===== config.mk =====
export PLATFORM = sky130hd
export DESIGN_NAME = id_ex_operand_stage_flat
export DESIGN_NICKNAME = d
export VERILOG_FILES = /design/src/rtl/id_ex_operand_stage_if.sv /design/src/rtl/id_ex_operand_stage.sv /design/src/flat_wrapper.sv
export SDC_FILE = /design/constraint.sdc
export NUM_CORES = 1
export LEC_CHECK = 0
export CORE_MARGIN = 2
export CORE_UTILIZATION = 42
export CTS_BUF_LIST = sky130_fd_sc_hd__clkbuf_8
export CTS_CLUSTER_DIAMETER = 80
export CTS_CLUSTER_SIZE = 24
export DETAILED_ROUTE_END_ITERATION = 6
export MAX_ROUTING_LAYER = met4
export PLACE_DENSITY_LB_ADDON = 0.2
export SLEW_MARGIN = 20
export SYNTH_ARGS = -nofsm -noshare
export SYNTH_HDL_FRONTEND = slang
export SYNTH_SLANG_ARGS = --single-unit
export TNS_END_PERCENT = 30

===== constraint.sdc =====
create_clock -name clk -period 2.65 [get_ports clk]
set_input_delay 0.53 -clock clk [delete_from_list [all_inputs] [get_ports clk]]
set_output_delay 0.53 -clock clk [all_outputs]
set_load 0.05 [all_outputs]

===== src/rtl/id_ex_operand_stage_if.sv =====
// ID/EX operand-stage bus: ID fields, pipeline control, forwarding sources and EX-stage outputs.
// The master modport belongs to the pipeline controller and the slave modport to the stage itself.
interface id_ex_operand_stage_if #(
   parameter int WIDTH   = 32,
   parameter int RADDR_W = 5
);
   logic               stall;
   logic               flush;
   logic               id_valid;
   logic [RADDR_W-1:0] id_rs;
   logic [RADDR_W-1:0] id_rt;
   logic [RADDR_W-1:0] id_rd;
   logic [WIDTH-1:0]   id_rs_data;
   logic [WIDTH-1:0]   id_rt_data;
   logic [WIDTH-1:0]   id_imm;
   logic [4:0]         id_shamt;
   logic [2:0]         id_alu_f;
   logic               id_alu_src;
   logic               id_reg_dst;
   logic               id_reg_write;
   logic               id_mem_read;
   logic               id_mem_write;
   logic               id_uses_rt;
   logic               exm_reg_write;
   logic [RADDR_W-1:0] exm_dest;
   logic [WIDTH-1:0]   exm_result;
   logic               mwb_reg_write;
   logic [RADDR_W-1:0] mwb_dest;
   logic [WIDTH-1:0]   mwb_result;
   logic [WIDTH-1:0]   alu_a;
   logic [WIDTH-1:0]   alu_b;
   logic [2:0]         alu_f;
   logic [4:0]         alu_shamt;
   logic [WIDTH-1:0]   ex_store_data;
   logic [RADDR_W-1:0] ex_dest;
   logic               ex_reg_write;
   logic               ex_mem_read;
   logic               ex_mem_write;
   logic               ex_valid;
   logic               hazard_stall;

   modport master (
      output stall, flush, id_valid, id_rs, id_rt, id_rd, id_rs_data, id_rt_data, id_imm,
             id_shamt, id_alu_f, id_alu_src, id_reg_dst, id_reg_write, id_mem_read,
             id_mem_write, id_uses_rt, exm_reg_write, exm_dest, exm_result,
             mwb_reg_write, mwb_dest, mwb_result,
      input  alu_a, alu_b, alu_f, alu_shamt, ex_store_data, ex_dest, ex_reg_write,
             ex_mem_read, ex_mem_write, ex_valid, hazard_stall
   );

   modport slave (
      input  stall, flush, id_valid, id_rs, id_rt, id_rd, id_rs_data, id_rt_data, id_imm,
             id_shamt, id_alu_f, id_alu_src, id_reg_dst, id_reg_write, id_mem_read,
             id_mem_write, id_uses_rt, exm_reg_write, exm_dest, exm_result,
             mwb_reg_write, mwb_dest, mwb_result,
      output alu_a, alu_b, alu_f, alu_shamt, ex_store_data, ex_dest, ex_reg_write,
             ex_mem_read, ex_mem_write, ex_valid, hazard_stall
   );
endinterface


===== src/rtl/id_ex_operand_stage.sv =====
// ID/EX pipeline register with EX/MEM and MEM/WB operand forwarding and load-use stall detection.
// ALU operands are selected combinationally from the registered state and the live forwarding sources.
module id_ex_operand_stage #(
   parameter int WIDTH   = 32,
   parameter int RADDR_W = 5
) (
   input logic                   clk,
   input logic                   rst,
   id_ex_operand_stage_if.slave  bus
);

   logic               valid_q;
   logic [RADDR_W-1:0] rs_q;
   logic [RADDR_W-1:0] rt_q;
   logic [RADDR_W-1:0] dest_q;
   logic [WIDTH-1:0]   rs_data_q;
   logic [WIDTH-1:0]   rt_data_q;
   logic [WIDTH-1:0]   imm_q;
   logic [4:0]         shamt_q;
   logic [2:0]         f_q;
   logic               alu_src_q;
   logic               reg_write_q;
   logic               mem_read_q;
   logic               mem_write_q;

   logic               hazard;
   logic [WIDTH-1:0]   fwd_rs;
   logic [WIDTH-1:0]   fwd_rt;

   // A load in EX whose destination is read by the instruction in ID cannot be forwarded in time.
   always_comb begin
      hazard = 1'b0;
      if (bus.id_valid && valid_q && mem_read_q && (dest_q != '0)) begin
         hazard = (dest_q == bus.id_rs) || (bus.id_uses_rt && (dest_q == bus.id_rt));
      end
   end

   always_comb begin
      fwd_rs = rs_data_q;
      if (rs_q == '0)
         fwd_rs = '0;
      else if (bus.exm_reg_write && (bus.exm_dest == rs_q))
         fwd_rs = bus.exm_result;
      else if (bus.mwb_reg_write && (bus.mwb_dest == rs_q))
         fwd_rs = bus.mwb_result;

      fwd_rt = rt_data_q;
      if (rt_q == '0)
         fwd_rt = '0;
      else if (bus.exm_reg_write && (bus.exm_dest == rt_q))
         fwd_rt = bus.exm_result;
      else if (bus.mwb_reg_write && (bus.mwb_dest == rt_q))
         fwd_rt = bus.mwb_result;
   end

   // Bubbles also clear the data registers so an empty slot never presents stale operands.
   always_ff @(posedge clk) begin
      if (rst || (!bus.stall && (bus.flush || hazard))) begin
         valid_q     <= 1'b0;
         rs_q        <= '0;
         rt_q        <= '0;
         dest_q      <= '0;
         rs_data_q   <= '0;
         rt_data_q   <= '0;
         imm_q       <= '0;
         shamt_q     <= '0;
         f_q         <= '0;
         alu_src_q   <= 1'b0;
         reg_write_q <= 1'b0;
         mem_read_q  <= 1'b0;
         mem_write_q <= 1'b0;
      end else if (!bus.stall) begin
         valid_q     <= bus.id_valid;
         rs_q        <= bus.id_rs;
         rt_q        <= bus.id_rt;
         dest_q      <= bus.id_reg_dst ? bus.id_rd : bus.id_rt;
         rs_data_q   <= bus.id_rs_data;
         rt_data_q   <= bus.id_rt_data;
         imm_q       <= bus.id_imm;
         shamt_q     <= bus.id_shamt;
         f_q         <= bus.id_alu_f;
         alu_src_q   <= bus.id_alu_src;
         reg_write_q <= bus.id_reg_write;
         mem_read_q  <= bus.id_mem_read;
         mem_write_q <= bus.id_mem_write;
      end
   end

   assign bus.alu_a         = fwd_rs;
   assign bus.alu_b         = alu_src_q ? imm_q : fwd_rt;
   assign bus.ex_store_data = fwd_rt;
   assign bus.alu_f         = f_q;
   assign bus.alu_shamt     = shamt_q;
   assign bus.ex_dest       = valid_q ? dest_q : '0;
   assign bus.ex_reg_write  = valid_q & reg_write_q;
   assign bus.ex_mem_read   = valid_q & mem_read_q;
   assign bus.ex_mem_write  = valid_q & mem_write_q;
   assign bus.ex_valid      = valid_q;
   assign bus.hazard_stall  = hazard;

endmodule


===== src/flat_wrapper.sv =====
// flat-port wrapper written by rule: the top's interface ports become plain ports
module id_ex_operand_stage_flat 
#(
   parameter int WIDTH   = 32,
   parameter int RADDR_W = 5
)
  (clk, rst, bus_stall, bus_flush, bus_id_valid, bus_id_rs, bus_id_rt, bus_id_rd, bus_id_rs_data, bus_id_rt_data, bus_id_imm, bus_id_shamt, bus_id_alu_f, bus_id_alu_src, bus_id_reg_dst, bus_id_reg_write, bus_id_mem_read, bus_id_mem_write, bus_id_uses_rt, bus_exm_reg_write, bus_exm_dest, bus_exm_result, bus_mwb_reg_write, bus_mwb_dest, bus_mwb_result, bus_alu_a, bus_alu_b, bus_alu_f, bus_alu_shamt, bus_ex_store_data, bus_ex_dest, bus_ex_reg_write, bus_ex_mem_read, bus_ex_mem_write, bus_ex_valid, bus_hazard_stall);
  id_ex_operand_stage_if #(.WIDTH(WIDTH), .RADDR_W(RADDR_W)) bus_i ();
  input logic clk;
  input logic rst;
  input wire logic [$bits(bus_i.stall)-1:0] bus_stall;
  input wire logic [$bits(bus_i.flush)-1:0] bus_flush;
  input wire logic [$bits(bus_i.id_valid)-1:0] bus_id_valid;
  input wire logic [$bits(bus_i.id_rs)-1:0] bus_id_rs;
  input wire logic [$bits(bus_i.id_rt)-1:0] bus_id_rt;
  input wire logic [$bits(bus_i.id_rd)-1:0] bus_id_rd;
  input wire logic [$bits(bus_i.id_rs_data)-1:0] bus_id_rs_data;
  input wire logic [$bits(bus_i.id_rt_data)-1:0] bus_id_rt_data;
  input wire logic [$bits(bus_i.id_imm)-1:0] bus_id_imm;
  input wire logic [$bits(bus_i.id_shamt)-1:0] bus_id_shamt;
  input wire logic [$bits(bus_i.id_alu_f)-1:0] bus_id_alu_f;
  input wire logic [$bits(bus_i.id_alu_src)-1:0] bus_id_alu_src;
  input wire logic [$bits(bus_i.id_reg_dst)-1:0] bus_id_reg_dst;
  input wire logic [$bits(bus_i.id_reg_write)-1:0] bus_id_reg_write;
  input wire logic [$bits(bus_i.id_mem_read)-1:0] bus_id_mem_read;
  input wire logic [$bits(bus_i.id_mem_write)-1:0] bus_id_mem_write;
  input wire logic [$bits(bus_i.id_uses_rt)-1:0] bus_id_uses_rt;
  input wire logic [$bits(bus_i.exm_reg_write)-1:0] bus_exm_reg_write;
  input wire logic [$bits(bus_i.exm_dest)-1:0] bus_exm_dest;
  input wire logic [$bits(bus_i.exm_result)-1:0] bus_exm_result;
  input wire logic [$bits(bus_i.mwb_reg_write)-1:0] bus_mwb_reg_write;
  input wire logic [$bits(bus_i.mwb_dest)-1:0] bus_mwb_dest;
  input wire logic [$bits(bus_i.mwb_result)-1:0] bus_mwb_result;
  output wire logic [$bits(bus_i.alu_a)-1:0] bus_alu_a;
  output wire logic [$bits(bus_i.alu_b)-1:0] bus_alu_b;
  output wire logic [$bits(bus_i.alu_f)-1:0] bus_alu_f;
  output wire logic [$bits(bus_i.alu_shamt)-1:0] bus_alu_shamt;
  output wire logic [$bits(bus_i.ex_store_data)-1:0] bus_ex_store_data;
  output wire logic [$bits(bus_i.ex_dest)-1:0] bus_ex_dest;
  output wire logic [$bits(bus_i.ex_reg_write)-1:0] bus_ex_reg_write;
  output wire logic [$bits(bus_i.ex_mem_read)-1:0] bus_ex_mem_read;
  output wire logic [$bits(bus_i.ex_mem_write)-1:0] bus_ex_mem_write;
  output wire logic [$bits(bus_i.ex_valid)-1:0] bus_ex_valid;
  output wire logic [$bits(bus_i.hazard_stall)-1:0] bus_hazard_stall;
  assign bus_i.stall = bus_stall;
  assign bus_i.flush = bus_flush;
  assign bus_i.id_valid = bus_id_valid;
  assign bus_i.id_rs = bus_id_rs;
  assign bus_i.id_rt = bus_id_rt;
  assign bus_i.id_rd = bus_id_rd;
  assign bus_i.id_rs_data = bus_id_rs_data;
  assign bus_i.id_rt_data = bus_id_rt_data;
  assign bus_i.id_imm = bus_id_imm;
  assign bus_i.id_shamt = bus_id_shamt;
  assign bus_i.id_alu_f = bus_id_alu_f;
  assign bus_i.id_alu_src = bus_id_alu_src;
  assign bus_i.id_reg_dst = bus_id_reg_dst;
  assign bus_i.id_reg_write = bus_id_reg_write;
  assign bus_i.id_mem_read = bus_id_mem_read;
  assign bus_i.id_mem_write = bus_id_mem_write;
  assign bus_i.id_uses_rt = bus_id_uses_rt;
  assign bus_i.exm_reg_write = bus_exm_reg_write;
  assign bus_i.exm_dest = bus_exm_dest;
  assign bus_i.exm_result = bus_exm_result;
  assign bus_i.mwb_reg_write = bus_mwb_reg_write;
  assign bus_i.mwb_dest = bus_mwb_dest;
  assign bus_i.mwb_result = bus_mwb_result;
  assign bus_alu_a = bus_i.alu_a;
  assign bus_alu_b = bus_i.alu_b;
  assign bus_alu_f = bus_i.alu_f;
  assign bus_alu_shamt = bus_i.alu_shamt;
  assign bus_ex_store_data = bus_i.ex_store_data;
  assign bus_ex_dest = bus_i.ex_dest;
  assign bus_ex_reg_write = bus_i.ex_reg_write;
  assign bus_ex_mem_read = bus_i.ex_mem_read;
  assign bus_ex_mem_write = bus_i.ex_mem_write;
  assign bus_ex_valid = bus_i.ex_valid;
  assign bus_hazard_stall = bus_i.hazard_stall;
  id_ex_operand_stage #(.WIDTH(WIDTH), .RADDR_W(RADDR_W)) u_core (.clk(clk), .rst(rst), .bus(bus_i));
endmodule

### Signal wires on met3

(3 px per um) Cells faint in the background.
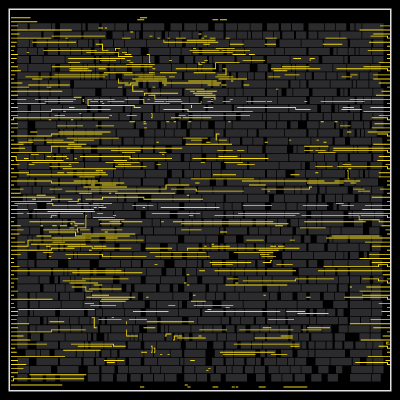
longest straight run = 38.4 um
share of all routed wire = 11%

### Port wiring

(4 px per um)
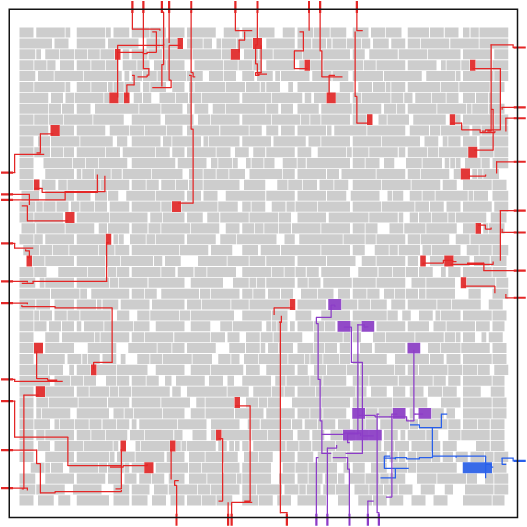
bus_ex_store_data -> red  # direction output, end cells 32, buffers 32, wire 968 um
bus_id_rs -> purple  # direction input, end cells 10, buffers 5, wire 278 um
bus_ex_valid -> blue  # direction output, end cells 1, buffers 1, wire 78.6 um

### Cell classes on the final placement

(2 px per um)
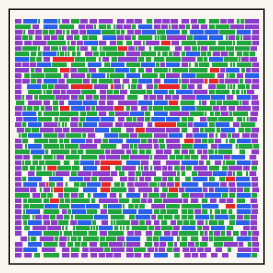
sequential cells -> blue  # cells 124
combinational and other logic -> green  # cells 514
clock drivers and dummy loads -> red  # cells 28
remaining buffers and delay cells -> purple  # cells 422
flop share of the area: 0.185
Placeable Area: 14600 um^2
post-route cell area: 13600 um^2
Final Core Density: 0.925
Std-Cell Rows: 44

-- final cells by class --
cell class	instances	share of cell area
clock buffer	19	0.0193
sequential	124	0.185
antenna	2	0.000369
timing repair buffer	422	0.369
multi-input combinational	514	0.396
clock inverter	9	0.0126
tap	184	0.0170
-- repair_timing --
action                     in CTS  in global routing
gates resized                 217                185
buffers inserted               15                 16
pin swaps                      58                 48
cloned                         10                  5
setup endpoints to repair      96                 97
-- cell usage after synthesis, types with 6 or more instances --
master / count
a22o_1: 124
and2_1: 40
clkbuf_1: 60
a221oi_1: 31
o21ai_0: 32
xor2_1: 10
xnor2_1: 20
nand2_1: 37
a211oi_1: 33
buf_4: 6
dfxtp_1: 124
mux2i_1: 32
nor2_1: 100
o31ai_1: 32
-- cell usage in the layout (no fill, tap or decap), types with 8 or more instances in the layout --
cell type / n
o21ai_1: 11
and2_4: 9
a221oi_2: 21
nor2_1: 54
o31ai_2: 13
o31ai_4: 19
nor2_4: 11
buf_6: 82
buf_12: 58
o21ai_2: 19
nand2_1: 36
buf_16: 9
clkbuf_8: 19
a211oi_4: 33
a221oi_4: 10
xnor2_1: 16
clkdlybuf4s50_1: 211
and2_1: 31
nor2_2: 35
buf_4: 46
a22o_1: 124
mux2i_4: 28
dfxtp_1: 115
dlygate4sd2_1: 8
-- metrics by stage --
stage          TNS, ns  utilization  worst slack [ns]  hold WS, ns
2_1_floorplan   -11.00            -            -0.189        0.435
3_3_place_gp    -34.66        0.741            -0.486        0.451
3_5_place_dp    -37.92        0.741            -0.555        0.453
4_1_cts         -21.21        0.861            -0.326        0.470
5_1_grt         -34.34        0.925            -0.571        0.483
6_report        -28.02        0.925            -0.405        0.471
==> impl_metrics.toml <==
# yosys + openroad results
[placement]
portBuffers = 319

[layout]
stdcell_count = 1274
drive_gt1_frac = 0.426
logic_area_um2 = 5370
n_fill_cell = 488

[drt]
first_iter_violations = 942
met1_length_um = 12800
detail_route.wl_per_cell_um = 29.5
drc = 0
firstDrtPassIters = 5

[power_and_ir_drop]
p_clk_mw = 1.95
combinationalPowerShare = 0.306
p_sw_frac = 0.317
internal_power_mw = 3.90
p_seq_frac = 0.353
ir_worst_vdd_mv = 0.342
p_comb_mw = 1.75
power.density_nw_per_um2 = 421
clkPwrFrac = 0.341

[yosys]
area_leaders = "dfxtp_1, a22o_1, nor2_1, mux2i_1, a221oi_1"
simple_gate_area_frac = 0.136
yosys.stat.chipArea_um2 = 6320
ys_warn_count = 0
synth-edff-count = 0
ys_async_sr_fraction = 0
synthAoiAreaFrac = 0.324
syn_nets = 914
adder_share = 0
syn-instance-count = 708
logic_family = "AND-OR/OR-AND gates"
synth_cell_types = 29
ys_sh_xor = 0.0416
netlist_area_um2 = 6320
synth_seq_share = 0.393

[status]
status = "finished, violations left"
violations = "setup timing"

[global_routing]
grt_start_max_net_pins = 47
grt_overflow = 0
use_met3 = 0.0919
met2_usage = 0.654
grt_pass1_vias = 8146
grt_util_met1 = 0.454
antenna_found_initial = 2
grt_pass1_wl_um = 47200

[timing]
period_needed_ns = 3.05
fin_worst_skew_ns = 0.0131
final-max-slew-violation-count = 0
rsz0062_at_grt = "yes"
finalWorstSetupSlack_ns = -0.405
setup_viol = 96
period_used_share = 1.15
worst_pin_slew_ns = 0.610

[setup_path]
critPathLaunchType = "register"
r2r_cells = 6
cp_num_cells = 8
crit_end = "bus_alu_b[8]"
r2r_setup_slack_ns = 0.24
slowest_delay_ns = 0.38

[worst_hold_path]
holdPathStages = 1
hp-class = "reg -> reg"

[die]
die_h_um = 127
die_w_um = 127

[clock_tree]
cts_htree_levels = 4
cts_inserted_buffers = 17
cts_max_path_buffers = 2
clk_pin_slew_ns = 0.08
root_buffer = "clkbuf_8"
cts_hold_buf = 0
